==> src/rtl/readout_seq_counters.sv <==
// Counter and delay core for the CFEB readout controller: a channel counter, a
// Gray-coded up/down SCA-sample counter and a clock-enabled delay line.
module readout_seq_counters #(
    parameter int TMR       = 0,
    parameter int DLY_DEPTH = 8
) (
    input  logic       CLK,
    input  logic       RST,
    input  logic       CH_CLR,
    input  logic       CH_CE,
    output logic [3:0] CH_GRAY,
    output logic [3:0] CH_BIN,
    output logic       CH_TC,
    input  logic       SMP_CE,
    input  logic       SMP_START,
    input  logic       UPSIE,
    output logic [2:0] SMP,
    output logic       SMP_END,
    input  logic       DLY_CE,
    input  logic       DLY_I,
    output logic       DLY_O
);

    localparam int NC = (TMR != 0) ? 3 : 1;

    logic [3:0]           b, b_nxt;
    logic [2:0]           g, g_nxt;
    logic [DLY_DEPTH-1:0] d, d_nxt;

    logic [3:0]           b_r [NC];
    logic [2:0]           g_r [NC];
    logic [DLY_DEPTH-1:0] d_r [NC];

    logic [2:0] smp_idx, smp_idx_nxt;

    // Channel counter next state: clear beats count enable.
    always_comb begin
        b_nxt = b;
        if (CH_CLR)
            b_nxt = 4'd0;
        else if (CH_CE)
            b_nxt = b + 4'd1;
    end

    // Sample counter steps in index space; Gray is converted in and out.
    always_comb begin
        smp_idx     = {g[2], g[2] ^ g[1], g[2] ^ g[1] ^ g[0]};
        smp_idx_nxt = smp_idx;
        g_nxt       = g;
        if (SMP_START) begin
            g_nxt = UPSIE ? 3'b000 : 3'b100;
        end else if (SMP_CE) begin
            smp_idx_nxt = UPSIE ? smp_idx + 3'd1 : smp_idx - 3'd1;
            g_nxt       = smp_idx_nxt ^ (smp_idx_nxt >> 1);
        end
    end

    always_comb begin
        d_nxt = d;
        if (DLY_CE) begin
            d_nxt[0] = DLY_I;
            for (int k = 1; k < DLY_DEPTH; k++)
                d_nxt[k] = d[k-1];
        end
    end

    for (genvar i = 0; i < NC; i++) begin : g_copy
        always_ff @(posedge CLK or posedge RST) begin
            if (RST) begin
                b_r[i] <= '0;
                g_r[i] <= '0;
                d_r[i] <= '0;
            end else begin
                b_r[i] <= b_nxt;
                g_r[i] <= g_nxt;
                d_r[i] <= d_nxt;
            end
        end
    end

    // Every copy reloads from the voted value, so a single upset is scrubbed next edge.
    if (NC == 3) begin : g_vote
        assign b = (b_r[0] & b_r[1]) | (b_r[0] & b_r[2]) | (b_r[1] & b_r[2]);
        assign g = (g_r[0] & g_r[1]) | (g_r[0] & g_r[2]) | (g_r[1] & g_r[2]);
        assign d = (d_r[0] & d_r[1]) | (d_r[0] & d_r[2]) | (d_r[1] & d_r[2]);
    end else begin : g_single
        assign b = b_r[0];
        assign g = g_r[0];
        assign d = d_r[0];
    end

    assign CH_BIN  = b;
    assign CH_GRAY = b ^ (b >> 1);
    assign CH_TC   = (b == 4'd15);
    assign SMP     = g;
    assign SMP_END = (UPSIE & (g == 3'b100)) | (!UPSIE & (g == 3'b000));
    assign DLY_O   = d[DLY_DEPTH-1];

endmodule

==> config.mk <==
export PLATFORM = sky130hd
export DESIGN_NAME = readout_seq_counters
export DESIGN_NICKNAME = d
export VERILOG_FILES = /design/src/rtl/readout_seq_counters.sv
export SDC_FILE = /design/constraint.sdc
export NUM_CORES = 1
export LEC_CHECK = 0
export CORE_MARGIN = 4
export CORE_UTILIZATION = 30
export CTS_CLUSTER_DIAMETER = 50
export DETAILED_ROUTE_END_ITERATION = 7
export PLACE_DENSITY = 0.57
export SYNTH_ARGS = -nofsm -noshare
export SYNTH_HDL_FRONTEND = slang
export SYNTH_SLANG_ARGS = --single-unit
==> constraint.sdc <==
create_clock -name CLK -period 2.3 [get_ports CLK]
set_input_delay 0.345 -clock CLK [delete_from_list [all_inputs] [get_ports CLK]]
set_output_delay 0.345 -clock CLK [all_outputs]
set_load 0.1 [all_outputs]
==> Slide: Implementation Results, run 1 <==
Run Summary

Layout
  • Flops: 15
  • Comb_multi_in: 38
  • Flop share of the area: 0.396
  • Dominant kind of cell: sequential cells
  • Invs w/o clock: 1
  • Area added between synthesis and finish: 37.9%
  • ANT cells: 0
  • Ratio of cells with drive above 1 in the final layout: 0.375
  • Combinational gate area: 312 um2
  • Clock network area share: 0.0289
  • Register area: 377 um2
  • Non-clk bufs: 22
  • Non-clock buffering overhead: 0.208
  • Cell area after layout: 952 um2
  • Nets: 93
  • Number of fill cells in the layout: 229
  • Logic share of the area: 0.327

Critical path
  • Reg2Reg Depth: 2
  • Worst reg-to-reg setup slack: 1.14 ns
  • CP Launch Type: input pin
  • WP data required: 1.96 ns
  • Critical path class: in -> out
  • Reg2reg end: SMP[0]
  • Critical Path Start: UPSIE
  • Critical path data arrival time: 1.53 ns
  • Crit Path Max Fanout: 4
  • Critical Path End Type: primary output
  • Slowest stage delay, CP: 0.51 ns
  • Crit-path cells: clkdlybuf4s50_1 > xor2_1 > nor3_4 > buf_12
  • Slowest-stage cell, CP: clkdlybuf4s50_1
  • Launch point of the worst reg-to-reg path: SMP[2]

Timing
  • RSZ-0062 raised after global routing: false
  • FMAX: 0.533 GHz
  • Post-Route Setup TNS: 0 ns
  • Final Hold Violating Endpoints: 0
  • Final Max-Slew Violation Tally: 0
  • Slew margin rel.: 0.636
  • Setup-failing EPs final: 0
  • Min Hold Slack: 0.406 ns
  • Crit share post-route: 0.815
  • Post-layout minimum cycle time: 1.87 ns
  • Slew @ Worst Pin: 0.545 ns

Job
  • Log Warnings: 26
  • Max cap viols: 0

Global routing
  • Vias in the first global route: 485
  • Gr usage total: 0.0863
  • Overflow after GRT: 0
  • Largest net degree at the start of global routing: 16
  • First-pass GRT wire length: 2130 um
  • Initial antenna violation count: 0

Floorplan
  • Starting Density: 0.312
  • Placement Rows: 17
  • Die area: 3130 um2
  • Tapcell count: 28
  • # IOs: 23

Clock tree
  • Hold_buf cts: 0
  • Clock root buffer master: clkbuf_4
  • Post-CTS setup buffers: 0
  • Clk_lat worst skew: 0.27 ns
  • TritonCTS clock tree: done
  • Clk buf depth: 2
  • Post-CTS Resized: 0
  • Clock transition at path regs: 0.09 ns
  • CTS H-Tree Depth: 1

Power
  • Seq pwr share: 0.413
  • Clock network fraction of total power: 0.170
  • Pwr dens: 867 nW/um2
  • Net Sw Frac: 0.423
  • Int Pwr: 0.476 mW
  • Total leakage power: 0.451 nW
  • Seq power: 0.341 mW
  • Psw: 0.349 mW
  • Comb pwr share: 0.417
  • Pwr top: combinational cells
  • Clk pwr: 0.141 mW
  • Comb. pwr: 0.344 mW

Place
  • Input/output buffers: 22
  • Placer congestion estimate: 0.760
  • HPWL after detailed placement: 968 um
  • DP Area: 925 um2

Routing
  • # DRC: 0
  • Post-DR vias/cell: 4.47
  • Antenna-violating nets left: 0
  • Wire per inst: 11.2 um
  • 1st-pass router iterations: 4
  • Iter 0 DRT Violations: 5

Run status
  • Run status: completed

Synthesis
  • Flops & latches, synth: 15
  • Most frequent cell after synthesis: dfrtp_1
  • Yosys stat area: 691 um2
  • Post-synth ARST share: 1.00
  • Top cells by count: dfrtp_1, mux2_2, nor2_1, ha_1, xor2_1
  • Synth unique cells: 22
  • Syn avg cell area: 12.3 um2
  • Post-Synthesis Cells: 56
  • Post-Syn Area: 691 um2
  • Cell count in the Yosys report: 56
  • Area leader share: 0.543
  • Most common reg cell: dfrtp_1
  • Synth top area cells: dfrtp_1, mux2_2, ha_1
  • Post-synth top area cell: dfrtp_1
  • Net count after synthesis: 68
  • Synth Seq Share: 0.543
  • Post-synth EDFFs: 0
  • Ys Warns: 0

Min path
  • Min-Delay Path Class: in -> async
[run 1: how the worst max path moves through the flow]
stage | depth (start not counted) | slack [ns] | endpoint
5_1_grt | 4 | 0.38 | SMP_END
3_3_place_gp | 4 | 0.46 | SMP_END
2_1_floorplan | 1 | 0.15 | CH_GRAY[0]
3_5_place_dp | 4 | 0.45 | SMP_END
6_report | 4 | 0.43 | SMP_END
4_1_cts | 4 | 0.44 | SMP_END
[run 1: cells by family after synthesis]
| family | share of synthesized area |
|---|---|
| simple gates | 0.132 |
| flops | 0.543 |
| mux | 0.145 |
| compound gates | 0.0507 |
| xor+xnor | 0.0507 |
| buf+inv | 0.0235 |
| fa+ha+maj | 0.0544 |
[run 1: worst max-delay path: cells and delay by family]
family        cells  cell delay, ns
buf+inv           2            0.69
xor+xnor          1            0.41
simple gates      1            0.09
[run 1: cells in the final DEF, fill, tap and decap left out, drive strengths merged]
cell and n:
mux2i 1, and4b 1, nand2b 2, clkinv 1, nand3 2, dfrtp 15
a21oi 2, nand3b 1, o22ai 1, xor2 3, buf 14, and2 1
ha 3, nor2 6, xnor2 1, inv 1, o21ba 1, nor3 2
mux2 8, clkdlybuf4s50 8, nand2 2, clkbuf 3, o221ai 1
[run 1: stage by stage]
step	cells	setup WS, ns	util	power [mW]
floorplan	56	0.152	-	0.608
global placement	104	0.459	0.418	0.690
detailed placement	104	0.452	0.418	0.695
CTS	108	0.440	0.430	0.839
global route	108	0.376	0.430	0.870
finish	108	0.425	0.430	0.825
[run 1: routing by layer]
layer  GRT usage  vias up  part of all wire
met1       0.114      220              0.47
met2       0.115       19              0.43
met3      0.0232        2             0.078
li1            -      242                 -
met5           0        -                 0
met4      0.0712        0             0.022
[run 1: registers in the layout, indices dropped and copies added, names as in the netlist]
signal / count
d: 8
SMP: 3
CH_BIN: 4
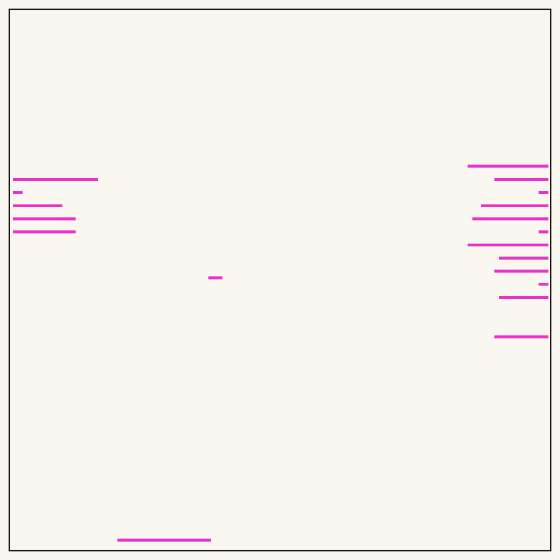
run_1/layer_met3.png
longest straight run	9.40 um
main direction	horizontal
wire length on this layer	95.0 um
total wire length: 1210 um
total number of vias: 483
met3 Usage GRT: 0.0232

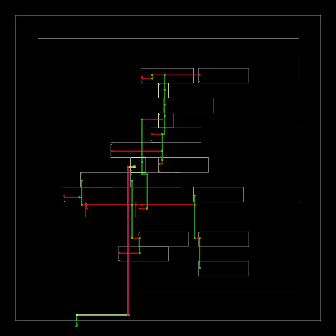
run_1/clocks.png
clock buffers: 3
Final Skew: 0.00868 ns
CTS buffer count: 3
CTS sink count: 15

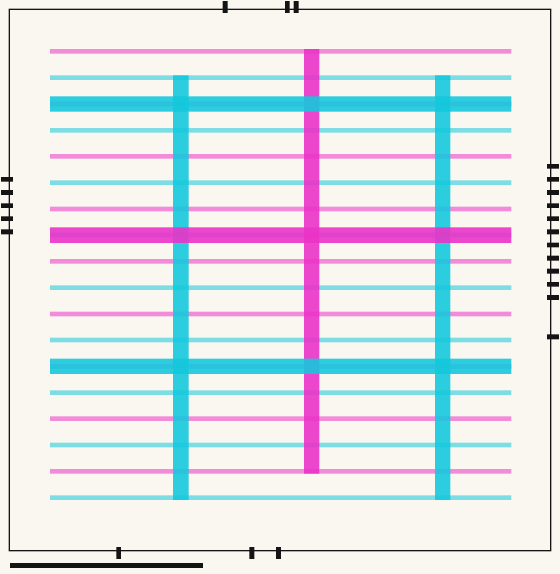
run_1/power_grid.png
Scale bar: 20 um. Pins as bars on the die edge.
net	colour
VDD	magenta
VSS	cyan
met1 rails	18
met5 straps	3
met4 straps	3
signal pins	23
rows	17
peak supply drop: 429 uV
area of the core: 2210 um2
die span in x: 56.0 um

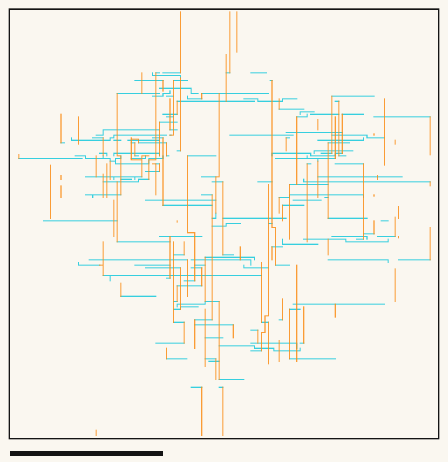
run_1/wires.png
Scale bar: 20 um. Two of the layers only.
layer	colour	wire length
metal 1	cyan	567 um
metal 2	orange	520 um

run_1/layer_met2.png
Scale bar: 20 um.
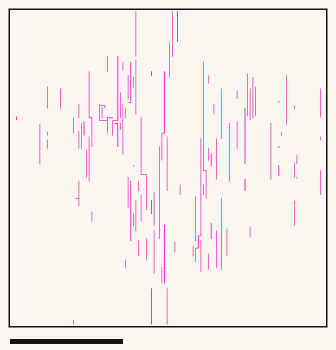

==> run 2: changes to the inputs <==
Settings changed: PLACE_DENSITY 0.57 to 0.6.
Clock period 2.3 ns to 1.55 ns, I/O delays scaled along.
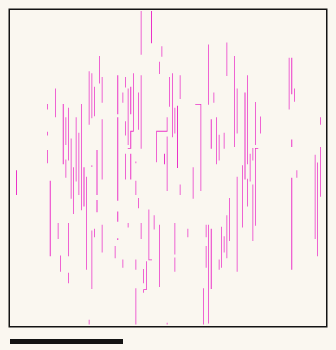
run_2/layer_met2.png
Scale bar: 20 um.
main direction	vertical
nets with wire on the layer	94
share of all routed wire	52%

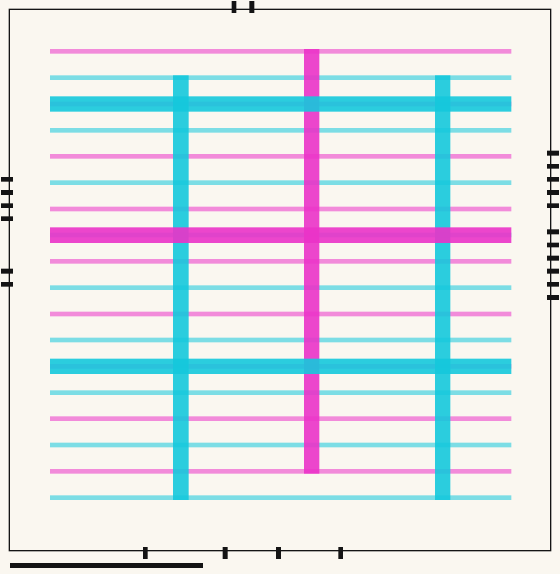
run_2/power_grid.png
Scale bar: 20 um. Pins as bars on the die edge.
net	colour
VDD	magenta
VSS	cyan
signal pins	23
met4 straps	3
met5 straps	3
die height: 56.0 um
peak supply drop: 823 uV

==> Slide: Implementation Results, run 2 <==
Run Summary

Run status
  • Run status: completed

Synthesis
  • Cell count in the Yosys report: 56 (unchanged)
  • Area leader share: 0.543 (unchanged)
  • Ys Warns: 0 (unchanged)
  • Top cells by count: dfrtp_1, mux2_2, nor2_1, ha_1, xor2_1
  • XOR-XNOR Cells, Area Fraction: 0.0507 (unchanged)
  • Post-Syn Area: 691 um2 (unchanged)
  • Syn avg cell area: 12.3 um2 (unchanged)
  • Post-synth EDFFs: 0 (unchanged)
  • Synth unique cells: 22 (unchanged)
  • Net count after synthesis: 68 (unchanged)
  • Most frequent cell after synthesis: dfrtp_1
  • Synth Area in Simple Gates: 0.132 (unchanged)
  • Yosys stat area: 691 um2 (unchanged)
  • FA/HA/MAJ Cells, Area Fraction: 0.0543 (unchanged)
  • Synth Seq Share: 0.543 (unchanged)
  • Synth logic family: multiplexers
  • Post-synth top area cell: dfrtp_1
  • Synth top area cells: dfrtp_1, mux2_2, ha_1
  • Mux area share: 0.145 (unchanged)
  • Most common reg cell: dfrtp_1
  • Post-synth ARST share: 1.00 (unchanged)
  • Aoi share: 0.0507 (unchanged)
  • Flops & latches, synth: 15 (unchanged)
  • Post-Synthesis Cells: 56 (unchanged)

Clock tree
  • CTS H-Tree Depth: 1 (unchanged)
  • Clock root buffer master: clkbuf_4
  • Clock transition at path regs: 0.09 ns (about the same)
  • Clk_lat worst skew: 0.28 ns (about the same)
  • TritonCTS clock tree: done
  • Clk buf depth: 2 (unchanged)
  • CTS buffer count: 3 (unchanged)
  • Hold_buf cts: 0 (unchanged)
  • CTS sink count: 15 (unchanged)

Power
  • Pwr top: combinational cells
  • Seq pwr share: 0.379 (-0.034)
  • Comb. pwr: 0.646 mW (+88%)
  • Int Pwr: 0.827 mW (+74%)
  • Comb pwr share: 0.466 (+0.049)
  • Total leakage power: 0.526 nW (+17%)
  • Clk pwr: 0.215 mW (+52%)
  • Pwr dens: 1100 nW/um2 (+27%)
  • Psw: 0.558 mW (+60%)
  • Net Sw Frac: 0.403 (-0.0198)
  • Clock network fraction of total power: 0.155 (-0.015)
  • PnR Total Power: 1.39 mW (+68%)
  • Seq power: 0.525 mW (+54%)

Layout
  • ANT cells: 0 (unchanged)
  • Largest register FFs: 8 (unchanged)
  • Number of fill cells in the layout: 196 (-14%)
  • Top logic cells by instance count in the layout: buf_12, buf_4, mux2_2, dfrtp_1, clkdlybuf4s50_1
  • Nets: 102 (+9.7%)
  • Area added between synthesis and finish: 82.2%
  • Ratio of cells with drive above 1 in the final layout: 0.551 (+0.176)
  • Most frequent logic cell in the layout: buf_12

Routing
  • Met2 routed WL: 770 um (+48%)
  • Antenna-violating nets left: 0 (unchanged)
  • Total wire length: 1490 um (+23%)
  • Met3 wire length: 93 um (-1.1%)
  • 1st-pass router iterations: 2 (-2)
  • Wire per inst: 12.7 um (+14%)
  • Iter 0 DRT Violations: 3 (-2)
  • Highest Signal Layer: met4
  • # DRC: 0 (unchanged)
  • Routed length on met1: 586 um (+3.5%)
  • Post-DR vias/cell: 4.67 (+4.3%)
  • Total number of vias: 546 (+13%)

Place
  • Placer congestion estimate: 0.680 (-10%)
  • Input/output buffers: 22 (unchanged)
  • HPWL after detailed placement: 1140 um (+17%)
  • Setup WS pre-CTS: -0.0618 ns (-0.514 ns)

Job
  • Max cap viols: 0 (unchanged)
  • Log Warnings: 29 (+12%)

Critical path
  • Critical Path End Type: primary output
  • CP Launch Type: flip-flop
  • WP data required: 1.32 ns (-0.64 ns)
  • Critical path data arrival time: 1.31 ns (-0.22 ns)
  • Crit Path Max Fanout: 2 (-2)
  • Slowest-stage cell, CP: dfrtp_4
  • Slowest stage delay, CP: 0.51 ns (about the same)
  • Critical path class: reg -> out
  • Crit path buffers/inverters: 1 (-1)
  • Crit-path cells: xor2_4 > nor3_4 > buf_12
  • Crit-path leading delay family: flip-flops

Global routing
  • Overflow after GRT: 0 (unchanged)
  • Largest net degree at the start of global routing: 16 (unchanged)
  • M2 GR Usage: 0.182 (+0.0668)
  • Vias in the first global route: 603 (+24%)
  • GR peak layer: met2
  • Grt met1 use: 0.124 (+0.0103)
  • Met3 Usage GRT: 0.0232 (unchanged)
  • Initial antenna violation count: 0 (unchanged)
  • First-pass GRT wire length: 2650 um (+24%)
  • Gr usage total: 0.109 (+0.0227)

Timing
  • Final Hold Violating Endpoints: 0 (unchanged)
  • Slew @ Worst Pin: 0.360 ns (-0.185 ns)
  • Slew margin rel.: 0.759 (+0.123)
  • Setup-failing EPs final: 0 (unchanged)
  • Post-layout minimum cycle time: 1.54 ns
  • RSZ-0062 raised after global routing: true
  • Final Max-Slew Violation Tally: 0 (unchanged)
  • Final Skew: 0.00142 ns (-0.00726 ns)
  • FMAX: 0.648 GHz
  • Crit share post-route: 0.995
  • Final WS setup: 0.00709 ns (-0.418 ns)

Floorplan
  • Placement Rows: 17 (unchanged)
  • Die span in x: 56.0 um (unchanged)
  • Area of the core: 2210 um2 (unchanged)
  • Starting Density: 0.312 (unchanged)
  • Die area: 3130 um2 (unchanged)
  • # IOs: 23 (unchanged)

Min path
  • Min-Delay Path Class: in -> async
-- run 2: netlist changes by cell type in the layout (fill, tap and decap cells not counted), sizes merged --
cell / change
clkdlybuf4s50: -1
buf: +9
dlygate4sd2: +1
-- run 2: cell families after synthesis --
kind of cell / Yosys count
buffers and inverters: 3
AND-OR/OR-AND: 5
AND/OR/NAND/NOR: 17
XOR/XNOR: 4
adder cells (fa/ha/maj): 3
flip-flops: 15
multiplexers: 9
-- run 2: cell type report --
cell class,count,area [um2],area share
flip-flops and latches,15,397,0.315
repair buffers,31,427,0.339
multi-input cells,38,369,0.293
clock inverters,1,5.00,0.00398
inverters,1,3.75,0.00298
clock buffers,3,22.5,0.0179
well taps,28,35.0,0.0278
-- run 2: timing repair --
action | CTS | global route
gates resized | 4 | 0
endpoints found under the setup margin | 4 | 2
buffers inserted | 6 | 0
pin swaps | 1 | 1
-- run 2: path summary, 6_finish.rpt --
| path | endpoint | cells past startpoint | startpoint | slack, ns |
|---|---|---|---|---|
| max | SMP_END | 3 | SMP[2] | 0.007 |
| max reg2reg | SMP[0] | 4 | SMP[2] | 0.43 |
| max in group asynchronous | SMP[2] | 3 | RST | 1.12 |
| min reg2reg | d[2] | 1 | d[2] | 0.51 |
| min in group CLK | d[2] | 1 | d[2] | 0.51 |
| min | CH_BIN[1] | 3 | RST | 0.24 |
-- run 2: per-stage QoR --
step	utilization	hold slack (ns)	setup TNS, ns	instances	instance area (um2)
floorplan	-	0.134	-0.327	56	761
global placement	0.527	0.487	-0.0605	107	1170
detailed placement	0.527	0.491	-0.0618	107	1170
CTS	0.569	0.241	-0.0125	117	1260
global route	0.569	0.263	-0.0560	117	1260
finish	0.569	0.240	0	117	1260
run_2/layer_met3.png
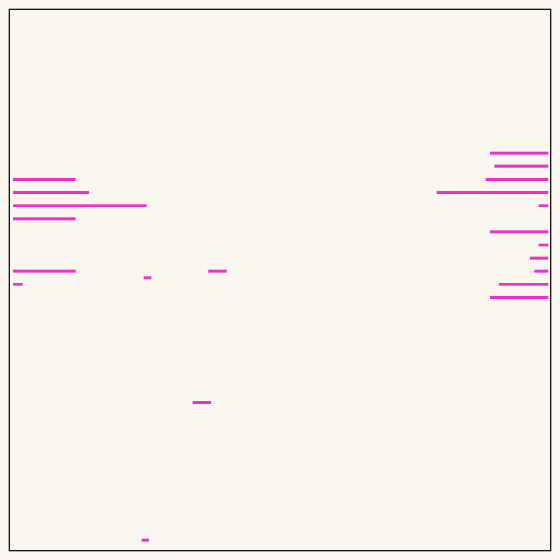

==> run 3: changes to the inputs <==
Settings changed: ABC_CLOCK_PERIOD_IN_PS set to 1550, CORE_UTILIZATION 30 to 39, PLACE_DENSITY 0.6 to 0.74.
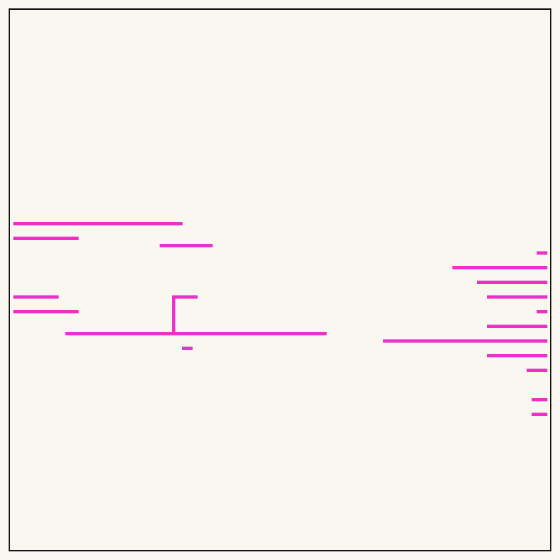
run_3/layer_met3.png
total wire length: 1540 um
met3 Usage GRT: 0.0602
total number of vias: 538

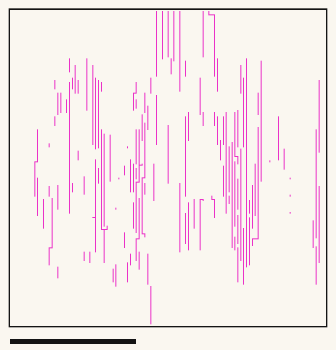
run_3/layer_met2.png
Scale bar: 20 um.
M2 GR Usage: 0.237

==> Slide: Implementation Results, run 3 <==
Run Summary

Run status
  • Run status: completed

Timing
  • Final Hold Violating Endpoints: 0 (unchanged)
  • Final Skew: 0.00544 ns (+0.00402 ns)
  • Final Max-Slew Violation Tally: 0 (unchanged)
  • Post-Route Setup TNS: 0 ns (unchanged)
  • Crit share post-route: 0.995 (about the same)
  • Final WS setup: 0.00827 ns (+0.00118 ns)
  • Min Hold Slack: 0.284 ns (+0.0440 ns)
  • RSZ-0062 raised after global routing: true
  • Slew margin rel.: 0.649 (-0.110)
  • FMAX: 0.649 GHz (about the same)
  • Setup-failing EPs final: 0 (unchanged)
  • Post-layout minimum cycle time: 1.54 ns (-0.00118 ns)
  • Slew @ Worst Pin: 0.526 ns (+0.166 ns)

Layout
  • Nets: 101 (-0.98%)
  • Top logic cells by instance count in the layout: buf_12, mux2_2, dfrtp_1, buf_4, clkdlybuf4s50_1
  • Combinational gate area: 369 um2 (unchanged)
  • Number of fill cells in the layout: 88 (-55%)
  • Largest register FFs: 8 (unchanged)
  • Layout Cells excl Fill: 112 (-4.3%)
  • Most frequent logic cell in the layout: buf_12
  • Ratio of cells with drive above 1 in the final layout: 0.534 (-0.0165)
  • Area added between synthesis and finish: 80.3%
  • ANT cells: 0 (unchanged)
  • Cell area after layout: 1240 um2 (-1.1%)
  • Register area: 397 um2 (unchanged)

Clock tree
  • Clock transition at path regs: 0.08 ns (about the same)
  • Clk buf depth: 2 (unchanged)
  • CTS H-Tree Depth: 1 (unchanged)
  • CTS sink count: 15 (unchanged)
  • Clk_lat worst skew: 0.28 ns (about the same)
  • Hold_buf cts: 0 (unchanged)
  • Clock root buffer master: clkbuf_4
  • TritonCTS clock tree: done
  • CTS buffer count: 3 (unchanged)

Routing
  • Post-DR vias/cell: 4.80 (+2.9%)
  • 1st-pass router iterations: 4 (+2)
  • Iter 0 DRT Violations: 7 (+4)
  • # DRC: 0 (unchanged)
  • Antenna-violating nets left: 0 (unchanged)
  • Wire per inst: 13.7 um (+7.9%)

Synthesis
  • Area leader share: 0.543 (unchanged)
  • Synth unique cells: 22 (unchanged)
  • Most common reg cell: dfrtp_1
  • Post-synth EDFFs: 0 (unchanged)
  • Ys Warns: 0 (unchanged)
  • XOR-XNOR Cells, Area Fraction: 0.0507 (unchanged)
  • Aoi share: 0.0507 (unchanged)
  • Post-synth top area cell: dfrtp_1
  • Syn avg cell area: 12.3 um2 (unchanged)
  • FA/HA/MAJ Cells, Area Fraction: 0.0543 (unchanged)
  • Synth top area cells: dfrtp_1, mux2_2, ha_1
  • Flops & latches, synth: 15 (unchanged)
  • Post-Syn Area: 691 um2 (unchanged)
  • Top cells by count: dfrtp_1, mux2_2, nor2_1, ha_1, xor2_1
  • Post-Synthesis Cells: 56 (unchanged)
  • Cell count in the Yosys report: 56 (unchanged)
  • Synth Area in Simple Gates: 0.132 (unchanged)
  • Synth logic family: multiplexers
  • Synth Seq Share: 0.543 (unchanged)
  • Most frequent cell after synthesis: dfrtp_1
  • Yosys stat area: 691 um2 (unchanged)
  • Net count after synthesis: 68 (unchanged)
  • Mux area share: 0.145 (unchanged)
  • Post-synth ARST share: 1.00 (unchanged)

Power
  • Pwr dens: 1110 nW/um2 (+0.91%)
  • Total leakage power: 0.518 nW (-1.4%)
  • Peak supply drop: 1120 uV (+36%)

Floorplan
  • Area of the core: 1590 um2 (-28%)
  • Die height: 50.1 um (-11%)
  • Starting Density: 0.433 (+0.121)
  • Die area: 2510 um2 (-20%)
  • Die span in x: 50.1 um (-11%)
  • Placement Rows: 14 (-3)
  • # IOs: 23 (unchanged)

Place
  • Placer congestion estimate: 0.676 (-0.68%)
  • DP Area: 1150 um2 (-1.1%)
  • HPWL after detailed placement: 1160 um (+2.2%)
  • Inst Count DP: 102 (-4.7%)
  • Setup WS pre-CTS: -0.0674 ns (-0.00555 ns)
  • Input/output buffers: 22 (unchanged)

Global routing
  • Largest net degree at the start of global routing: 16 (unchanged)
  • First-pass GRT wire length: 2490 um (-6.0%)
  • Overflow after GRT: 0 (unchanged)
  • Initial antenna violation count: 0 (unchanged)
  • Gr usage total: 0.135 (+0.0260)
  • Vias in the first global route: 545 (-9.6%)

Job
  • Log Warnings: 29 (unchanged)
  • Max cap viols: 0 (unchanged)

Critical path
  • Critical Path End Type: primary output
  • Critical path class: reg -> out
  • Slowest-stage cell, CP: dfrtp_4
  • Slowest stage delay, CP: 0.51 ns (about the same)
  • CP Launch Type: flip-flop
  • Crit Path Max Fanout: 2 (unchanged)
  • WP data required: 1.32 ns (about the same)
  • Critical path data arrival time: 1.31 ns (about the same)
  • Crit-path leading delay family: flip-flops
  • Crit-path cells: xor2_4 > nor3_4 > buf_12
  • Crit path buffers/inverters: 1 (unchanged)

Min path
  • Min-Delay Path Class: in -> async
-- run 3: cell counts after synthesis --
No cell type changed its count.
-- run 3: timing repair --
| item | in CTS | in global routing |
|---|---|---|
| gates resized | 3 | 1 |
| pin swaps | 1 | 1 |
| hold endpoints to repair | 0 | 0 |
| gates cloned | 0 | 0 |
| setup endpoints to repair | 4 | 3 |
| buffers inserted | 5 | 1 |
-- run 3: per-stage QoR --
step | power (mW) | util
after floorplan | 0.929 | -
after global placement | 1.16 | 0.724
after detailed placement | 1.17 | 0.724
after CTS | 1.39 | 0.770
after global routing | 1.45 | 0.781
final | 1.38 | 0.781
-- run 3: power breakdown --
| part | switching, mW | internal, mW |
|---|---|---|
| logic | 0.383 | 0.264 |
| registers | 0.0623 | 0.466 |
| clock network | 0.107 | 0.0999 |
-- run 3: layout make-up --
| cell class | instances | area share |
|---|---|---|
| sequential | 15 | 0.319 |
| multi-input combinational | 38 | 0.296 |
| inverter | 1 | 0.00302 |
| tap | 24 | 0.0241 |
| timing repair buffer | 30 | 0.337 |
| clock buffer | 4 | 0.0211 |
-- run 3: worst paths after layout --
check / from / to / slack (ns) / cells past startpoint
max: SMP[2] / SMP_END / 0.008 / 3
min: RST / d[2] / 0.28 / 2
max reg2reg: CH_BIN[1] / CH_BIN[2] / 0.34 / 5
min reg2reg: d[6] / d[7] / 0.50 / 1
max in group asynchronous: RST / CH_BIN[2] / 0.88 / 2
min in group CLK: d[6] / d[7] / 0.50 / 1
-- run 3: metal layers --
metal | share of wire | wire (um) | global-route usage
met4 | 0.0058 | 9 | 0.0276
met1 | 0.41 | 635 | 0.148
met2 | 0.51 | 778 | 0.237
met3 | 0.075 | 116 | 0.0602
met5 | 0 | 0 | 0
Power figures rest on the tool's default switching activity, not on a simulated workload.
